Metal 3:
Drawn at 1 px/µm. Cells faint in the background.
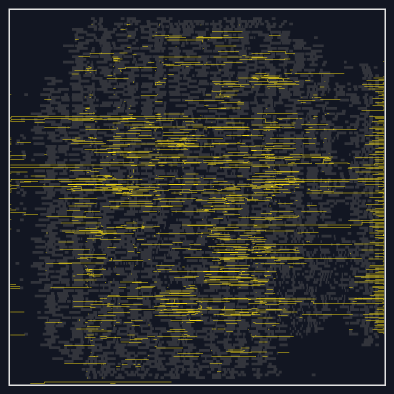
Clock wiring as the flow saved it:
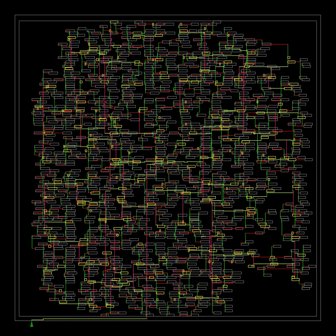
Wire density map:
Drawn at 1 px/µm. 37 x 37 tiles, from dark purple (low) to yellow (high), scaled to the fullest tile. Values are wire area over tile area, all layers added.
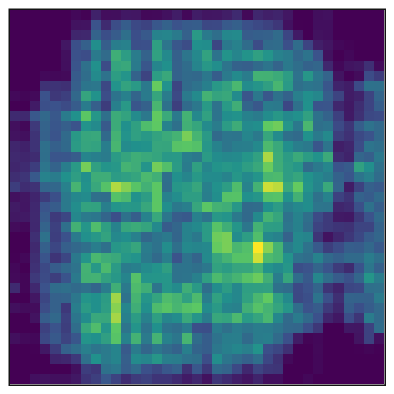
Placement by cell class:
Drawn at 1 px/µm.
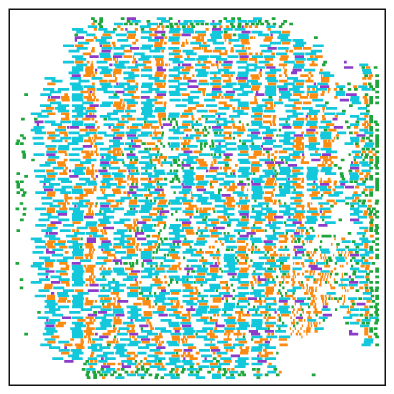
File: src/rtl/mac4x4_feeder_if.sv
// Bundles the command, A-row, MAC and output-row signals of the 4x4 MAC feeder.
// Latency: none, wiring only.
// Backpressure: carries cmd_rdy, a_rdy and o_rdy alongside their valids.
interface mac4x4_feeder_if #(
  parameter int ROWS = 16,
  parameter int DW   = 16,
  parameter int BW   = 5
);
  localparam int RW = $clog2(ROWS);

  // command channel
  logic              cmd_v;
  logic              cmd_rdy;
  logic [RW-1:0]     cmd_rows;
  logic [BW-1:0]     cmd_bidx;
  logic              cmd_first;
  logic              cmd_last;
  // A row channel
  logic              a_v;
  logic              a_rdy;
  logic [4*DW-1:0]   a_data;
  // MAC array side
  logic              mac_en;
  logic [4*DW-1:0]   mac_a;
  logic [BW-1:0]     mac_bidx;
  logic [4*DW-1:0]   mac_c;
  logic              mac_r_v;
  logic [4*DW-1:0]   mac_r;
  // result row channel
  logic              o_v;
  logic              o_rdy;
  logic [4*DW-1:0]   o_data;
  logic              o_last;

  // environment side: issues commands and rows, models the MAC, sinks results
  modport master (
    output cmd_v, cmd_rows, cmd_bidx, cmd_first, cmd_last,
    output a_v, a_data, mac_r_v, mac_r, o_rdy,
    input  cmd_rdy, a_rdy, mac_en, mac_a, mac_bidx, mac_c, o_v, o_data, o_last
  );

  // feeder side
  modport slave (
    input  cmd_v, cmd_rows, cmd_bidx, cmd_first, cmd_last,
    input  a_v, a_data, mac_r_v, mac_r, o_rdy,
    output cmd_rdy, a_rdy, mac_en, mac_a, mac_bidx, mac_c, o_v, o_data, o_last
  );
endinterface

File: src/rtl/mac4x4_feeder.sv
// Feeds A rows plus accumulator rows into the 4x4 MAC and collects results into a local buffer.
// Latency: command to first mac_en 2 cycles; mac_en 1 cycle after each A handshake; 1 row/cycle.
// Backpressure: cmd_rdy only in IDLE, a_rdy only in FEED; o_rdy low holds o_data/o_last stable.
module mac4x4_feeder #(
  parameter int ROWS = 16,
  parameter int DW   = 16,
  parameter int BW   = 5
) (
  input  logic           clock,
  input  logic           reset,
  mac4x4_feeder_if.slave bus
);
  localparam int RW = $clog2(ROWS);
  localparam int CW = RW + 1;

  localparam logic [1:0] S_IDLE  = 2'd0;
  localparam logic [1:0] S_FEED  = 2'd1;
  localparam logic [1:0] S_DRAIN = 2'd2;
  localparam logic [1:0] S_OUT   = 2'd3;

  logic [1:0]      state;
  logic [RW-1:0]   rows_q;
  logic [BW-1:0]   bidx_q;
  logic            first_q;
  logic            last_q;
  logic [CW-1:0]   issue_cnt;
  logic [CW-1:0]   wr_cnt;
  logic [CW-1:0]   out_cnt;
  logic [CW-1:0]   rows_ext;
  logic [CW-1:0]   row_end;

  logic            mac_en_q;
  logic [4*DW-1:0] mac_a_q;
  logic [BW-1:0]   mac_bidx_q;
  logic [4*DW-1:0] mac_c_q;

  // accumulator buffer; contents survive reset and are only trusted after a first pass
  logic [4*DW-1:0] acc [ROWS];

  logic cmd_hs;
  logic a_hs;
  logic o_hs;
  logic r_take;

  // rows_q is "rows minus one", so row_end is the row count of the pass
  assign rows_ext = {1'b0, rows_q};
  assign row_end  = rows_ext + CW'(1);

  // cmd_rdy is forced low during reset so every output reads 0 while reset is held
  assign bus.cmd_rdy  = (state == S_IDLE) && !reset;
  assign bus.a_rdy    = (state == S_FEED) && (issue_cnt < row_end);
  assign bus.o_v      = (state == S_OUT);
  assign bus.o_data   = (state == S_OUT) ? acc[out_cnt[RW-1:0]] : '0;
  assign bus.o_last   = (state == S_OUT) && (out_cnt == rows_ext);

  assign bus.mac_en   = mac_en_q;
  assign bus.mac_a    = mac_a_q;
  assign bus.mac_bidx = mac_bidx_q;
  assign bus.mac_c    = mac_c_q;

  assign cmd_hs = bus.cmd_v && bus.cmd_rdy;
  assign a_hs   = bus.a_v && bus.a_rdy;
  assign o_hs   = bus.o_v && bus.o_rdy;
  assign r_take = bus.mac_r_v && (state != S_IDLE);

  // pass sequencing: latch command, count issued rows, wait for results, stream out
  always_ff @(posedge clock or posedge reset) begin
    if (reset) begin
      state     <= S_IDLE;
      rows_q    <= '0;
      bidx_q    <= '0;
      first_q   <= 1'b0;
      last_q    <= 1'b0;
      issue_cnt <= '0;
      out_cnt   <= '0;
    end else begin
      case (state)
        S_IDLE: begin
          if (cmd_hs) begin
            rows_q    <= bus.cmd_rows;
            bidx_q    <= bus.cmd_bidx;
            first_q   <= bus.cmd_first;
            last_q    <= bus.cmd_last;
            issue_cnt <= '0;
            out_cnt   <= '0;
            state     <= S_FEED;
          end
        end
        S_FEED: begin
          if (a_hs) begin
            issue_cnt <= issue_cnt + CW'(1);
            if (issue_cnt == rows_ext) state <= S_DRAIN;
          end
        end
        S_DRAIN: begin
          if (wr_cnt == row_end) state <= last_q ? S_OUT : S_IDLE;
        end
        S_OUT: begin
          if (o_hs) begin
            out_cnt <= out_cnt + CW'(1);
            if (bus.o_last) state <= S_IDLE;
          end
        end
        default: state <= S_IDLE;
      endcase
    end
  end

  // result write pointer: restarts with each command, steps on every accepted MAC result
  always_ff @(posedge clock or posedge reset) begin
    if (reset) begin
      wr_cnt <= '0;
    end else if (cmd_hs) begin
      wr_cnt <= '0;
    end else if (r_take) begin
      wr_cnt <= wr_cnt + CW'(1);
    end
  end

  // MAC drive: one registered beat per accepted A row; c is read before that row's result lands
  always_ff @(posedge clock or posedge reset) begin
    if (reset) begin
      mac_en_q   <= 1'b0;
      mac_a_q    <= '0;
      mac_bidx_q <= '0;
      mac_c_q    <= '0;
    end else begin
      mac_en_q <= a_hs;
      if (a_hs) begin
        mac_a_q    <= bus.a_data;
        mac_bidx_q <= bidx_q;
        mac_c_q    <= first_q ? '0 : acc[issue_cnt[RW-1:0]];
      end
    end
  end

  // result capture into the accumulator buffer, stored verbatim
  always_ff @(posedge clock) begin
    if (r_take) acc[wr_cnt[RW-1:0]] <= bus.mac_r;
  end
endmodule

File: src/flat_wrapper.sv
// flat-port wrapper written by rule: the top's interface ports become plain ports
module mac4x4_feeder_flat 
#(
  parameter int ROWS = 16,
  parameter int DW   = 16,
  parameter int BW   = 5
)
  (clock, reset, bus_cmd_v, bus_cmd_rows, bus_cmd_bidx, bus_cmd_first, bus_cmd_last, bus_a_v, bus_a_data, bus_mac_r_v, bus_mac_r, bus_o_rdy, bus_cmd_rdy, bus_a_rdy, bus_mac_en, bus_mac_a, bus_mac_bidx, bus_mac_c, bus_o_v, bus_o_data, bus_o_last);
  mac4x4_feeder_if #(.ROWS(ROWS), .DW(DW), .BW(BW)) bus_i ();
  input  logic clock;
  input  logic reset;
  input wire logic [$bits(bus_i.cmd_v)-1:0] bus_cmd_v;
  input wire logic [$bits(bus_i.cmd_rows)-1:0] bus_cmd_rows;
  input wire logic [$bits(bus_i.cmd_bidx)-1:0] bus_cmd_bidx;
  input wire logic [$bits(bus_i.cmd_first)-1:0] bus_cmd_first;
  input wire logic [$bits(bus_i.cmd_last)-1:0] bus_cmd_last;
  input wire logic [$bits(bus_i.a_v)-1:0] bus_a_v;
  input wire logic [$bits(bus_i.a_data)-1:0] bus_a_data;
  input wire logic [$bits(bus_i.mac_r_v)-1:0] bus_mac_r_v;
  input wire logic [$bits(bus_i.mac_r)-1:0] bus_mac_r;
  input wire logic [$bits(bus_i.o_rdy)-1:0] bus_o_rdy;
  output wire logic [$bits(bus_i.cmd_rdy)-1:0] bus_cmd_rdy;
  output wire logic [$bits(bus_i.a_rdy)-1:0] bus_a_rdy;
  output wire logic [$bits(bus_i.mac_en)-1:0] bus_mac_en;
  output wire logic [$bits(bus_i.mac_a)-1:0] bus_mac_a;
  output wire logic [$bits(bus_i.mac_bidx)-1:0] bus_mac_bidx;
  output wire logic [$bits(bus_i.mac_c)-1:0] bus_mac_c;
  output wire logic [$bits(bus_i.o_v)-1:0] bus_o_v;
  output wire logic [$bits(bus_i.o_data)-1:0] bus_o_data;
  output wire logic [$bits(bus_i.o_last)-1:0] bus_o_last;
  assign bus_i.cmd_v = bus_cmd_v;
  assign bus_i.cmd_rows = bus_cmd_rows;
  assign bus_i.cmd_bidx = bus_cmd_bidx;
  assign bus_i.cmd_first = bus_cmd_first;
  assign bus_i.cmd_last = bus_cmd_last;
  assign bus_i.a_v = bus_a_v;
  assign bus_i.a_data = bus_a_data;
  assign bus_i.mac_r_v = bus_mac_r_v;
  assign bus_i.mac_r = bus_mac_r;
  assign bus_i.o_rdy = bus_o_rdy;
  assign bus_cmd_rdy = bus_i.cmd_rdy;
  assign bus_a_rdy = bus_i.a_rdy;
  assign bus_mac_en = bus_i.mac_en;
  assign bus_mac_a = bus_i.mac_a;
  assign bus_mac_bidx = bus_i.mac_bidx;
  assign bus_mac_c = bus_i.mac_c;
  assign bus_o_v = bus_i.o_v;
  assign bus_o_data = bus_i.o_data;
  assign bus_o_last = bus_i.o_last;
  mac4x4_feeder #(.ROWS(ROWS), .DW(DW), .BW(BW)) u_core (.clock(clock), .reset(reset), .bus(bus_i));
endmodule
File: config.mk
export PLATFORM = sky130hd
export DESIGN_NAME = mac4x4_feeder_flat
export DESIGN_NICKNAME = d
export VERILOG_FILES = /design/src/rtl/mac4x4_feeder_if.sv /design/src/rtl/mac4x4_feeder.sv /design/src/flat_wrapper.sv
export SDC_FILE = /design/constraint.sdc
export NUM_CORES = 2
export LEC_CHECK = 0
export CAP_MARGIN = 10
export CELL_PAD_IN_SITES_DETAIL_PLACEMENT = 1
export CELL_PAD_IN_SITES_GLOBAL_PLACEMENT = 2
export CORE_MARGIN = 5
export CORE_UTILIZATION = 40
export DETAILED_ROUTE_END_ITERATION = 6
export GPL_TIMING_DRIVEN = 0
export HOLD_SLACK_MARGIN = 0.1
export PLACE_DENSITY = 0.72
export RECOVER_POWER = 100
export SETUP_SLACK_MARGIN = 0.02
export SLEW_MARGIN = 10
export SYNTH_ARGS = -nofsm -noshare
export SYNTH_HDL_FRONTEND = slang
export SYNTH_SLANG_ARGS = --single-unit
File: constraint.sdc
create_clock -name clock -period 8.4 [get_ports clock]
set_clock_uncertainty 0.05 [all_clocks]
set_input_delay 1.68 -clock clock [delete_from_list [all_inputs] [get_ports clock]]
set_output_delay 1.68 -clock clock [all_outputs]
set_load 0.02 [all_outputs]
==> ds_physical_params.txt <==
Physical implementation characteristics

Parameter                              Value

Setup path
  Data arrival time of the worst path .................. approximately 5800 ps
  Flop2flop setup slack .................. 1590 ps
  Largest delay share family, worst path .................. buffers and inverters
  Timing startpoint of the critical path .................. u_core.out_cnt[2]$_DFFE_PP0P_
  Worst r2r src .................. u_core.issue_cnt[0]$_DFFE_PP0P_
  Kind of launch point of the worst setup path .................. flip-flop
  Buffering stage count on the worst path with inverters included .................. 5
  Crit-path cells .................. clkbuf_1 > clkbuf_1 > clkbuf_1 > clkbuf_1 > mux2i_1 > a211oi_1 > dlygate4sd3_1
  Largest fanout of any net on the critical path .................. 10
  Critical path's largest stage delay .................. approximately 970 ps

Layout
  Fraction of the core area covered by cells at the end of the flow .................. about half
  Inverters .................. 11
  Number of diodes .................. 7
  Layout cells sized above 1 .................. between 20% and 30%
  Multi-input combinational cell count .................. between 1000 and 1500
  Relative area of clock buffers and inverters in the final design .................. 6.995%
  Reg area .................. between 0.03 and 0.04 mm²
  # nets final .................. 3411
  Most used logic cell in the final layout .................. sky130_fd_sc_hd__edfxtp_1
  NonClk Buf Share .................. 7.854%

STA
  Number of endpoints with negative hold slack in the final report .................. 0
  Final slew viol count .................. roughly 760
  Final setup vio count .................. 0
  Time the worst path needs with I/O delays and setup .................. ~7500 ps
  Minimum setup slack in the final design .................. approximately 920 ps

Run status
  Violated checks .................. max-capacitance violations, max-slew violations
  Run status .................. finished, violations left

Yosys
  Sequential element share of the synthesized area .................. between 60 and 70%
  Top cell type by total area after synthesis .................. sky130_fd_sc_hd__edfxtp_1
  Post-synthesis share of cell area spent on and, or, nand and nor gates .................. about 2.1%
  Xor/xnor cell area share of the yosys netlist .................. 0.3416%
  Number of flip-flops and latches in the synthesized netlist .................. 1186
  Post-Synth Adder-Cell Area .................. less than 1%
  Main kind of combinational logic by area .................. multiplexers
  Synth warn .................. 0
  Yosys Chip Area .................. between 0.05 and 0.06 mm²
  Synth mux share .................. roughly a quarter
  Gate Count Post-Synth .................. ~2700
  Net count after synthesis .................. around 2800
  Mean instance size in the synthesized netlist .................. just under 20 µm²

Min path
  Number of stages on the worst hold path .................. 1
  Hold Crit Class .................. flip-flop to flip-flop

Pwr
  Total clock network power .................. 5.95 mW
  Internal power .................. about 15 mW
  Overall Power .................. approximately 24 mW
  Clock power share .................. 24.7%
  Power per standard cell area .................. approximately 380 mW/mm²

Die
  Full die area .................. between 0.1 and 0.15 mm²
  Width of the die .................. between 300 and 400 µm
  Initial standard-cell utilization of the core .................. about 40%

Global routing
  Maximum number of pins on one net before global-route repair .................. just under 90
  Overflow left after global routing .................. 0
  Number of antenna violations at the first check in global routing .................. 28
  Number of global-route vias before repair .................. about 34000
  First-pass GRT wire length .................. 262.4 mm

Detailed routing
  First-pass DRT Iterations .................. 5
  Detailed-routing wirelength on met1 .................. just over 70 mm

CTS
  Clock H-tree levels .................. 4
  Number of buffers inserted for hold repair after clock tree synthesis .................. 0
  CTS Root Cell .................. sky130_fd_sc_hd__clkbuf_16
  Buffer count from post-CTS setup fixing .................. 0
  Clock-pin transition on the worst setup and hold timing paths .................. about 60 ps

Place
  Estimated wirelength of the detail-placed design .................. between 100 and 150 mm
  Count of port buffers added during placement .................. about 350
  Pre-CTS setup slack .................. 2370 ps

Job
  MaxCap Viol Count .................. 36
-- 'metal 3' (at the start) --
nets with wire on the layer: 682
main direction: horizontal
longest straight run: 159 µm
vias post-DR: 32280
post-detailed-routing wire length: 186.3 mm

-- 'clock wiring as the flow saved it' (at the start) --
count of clock-net buffers in the final layout: 181
clock buffers created by TritonCTS: 136
TritonCTS sink count: 1186

-- 'wire density map' (at the start) --
mean over tiles: 0.22
fullest tile: 0.64
tiles over half the peak: 25%
densest ninth of the die: center
nearly empty tiles: 10%
global-route total usage across every layer: 26.19%
Routed wire per std cell: 36.36 µm

-- 'placement by cell class' (at the start) --
[combinational and other logic] orange | cells: 1268 | share of their area: 28%
[clock drivers and dummy loads] purple | cells: 247 | share of their area: 7.2%
[other buffers and delay cells] green | cells: 662 | share of their area: 8.1%
[flops] cyan | cells: 1186 | share of their area: 57%
standard-cell rows: 133
placeable core region: 0.1318 mm²
final std cell area, no fill: 0.06359 mm²
sequential portion of the cell area: 54.73%

Power figures rest on the tool's default switching activity, not on a simulated workload.
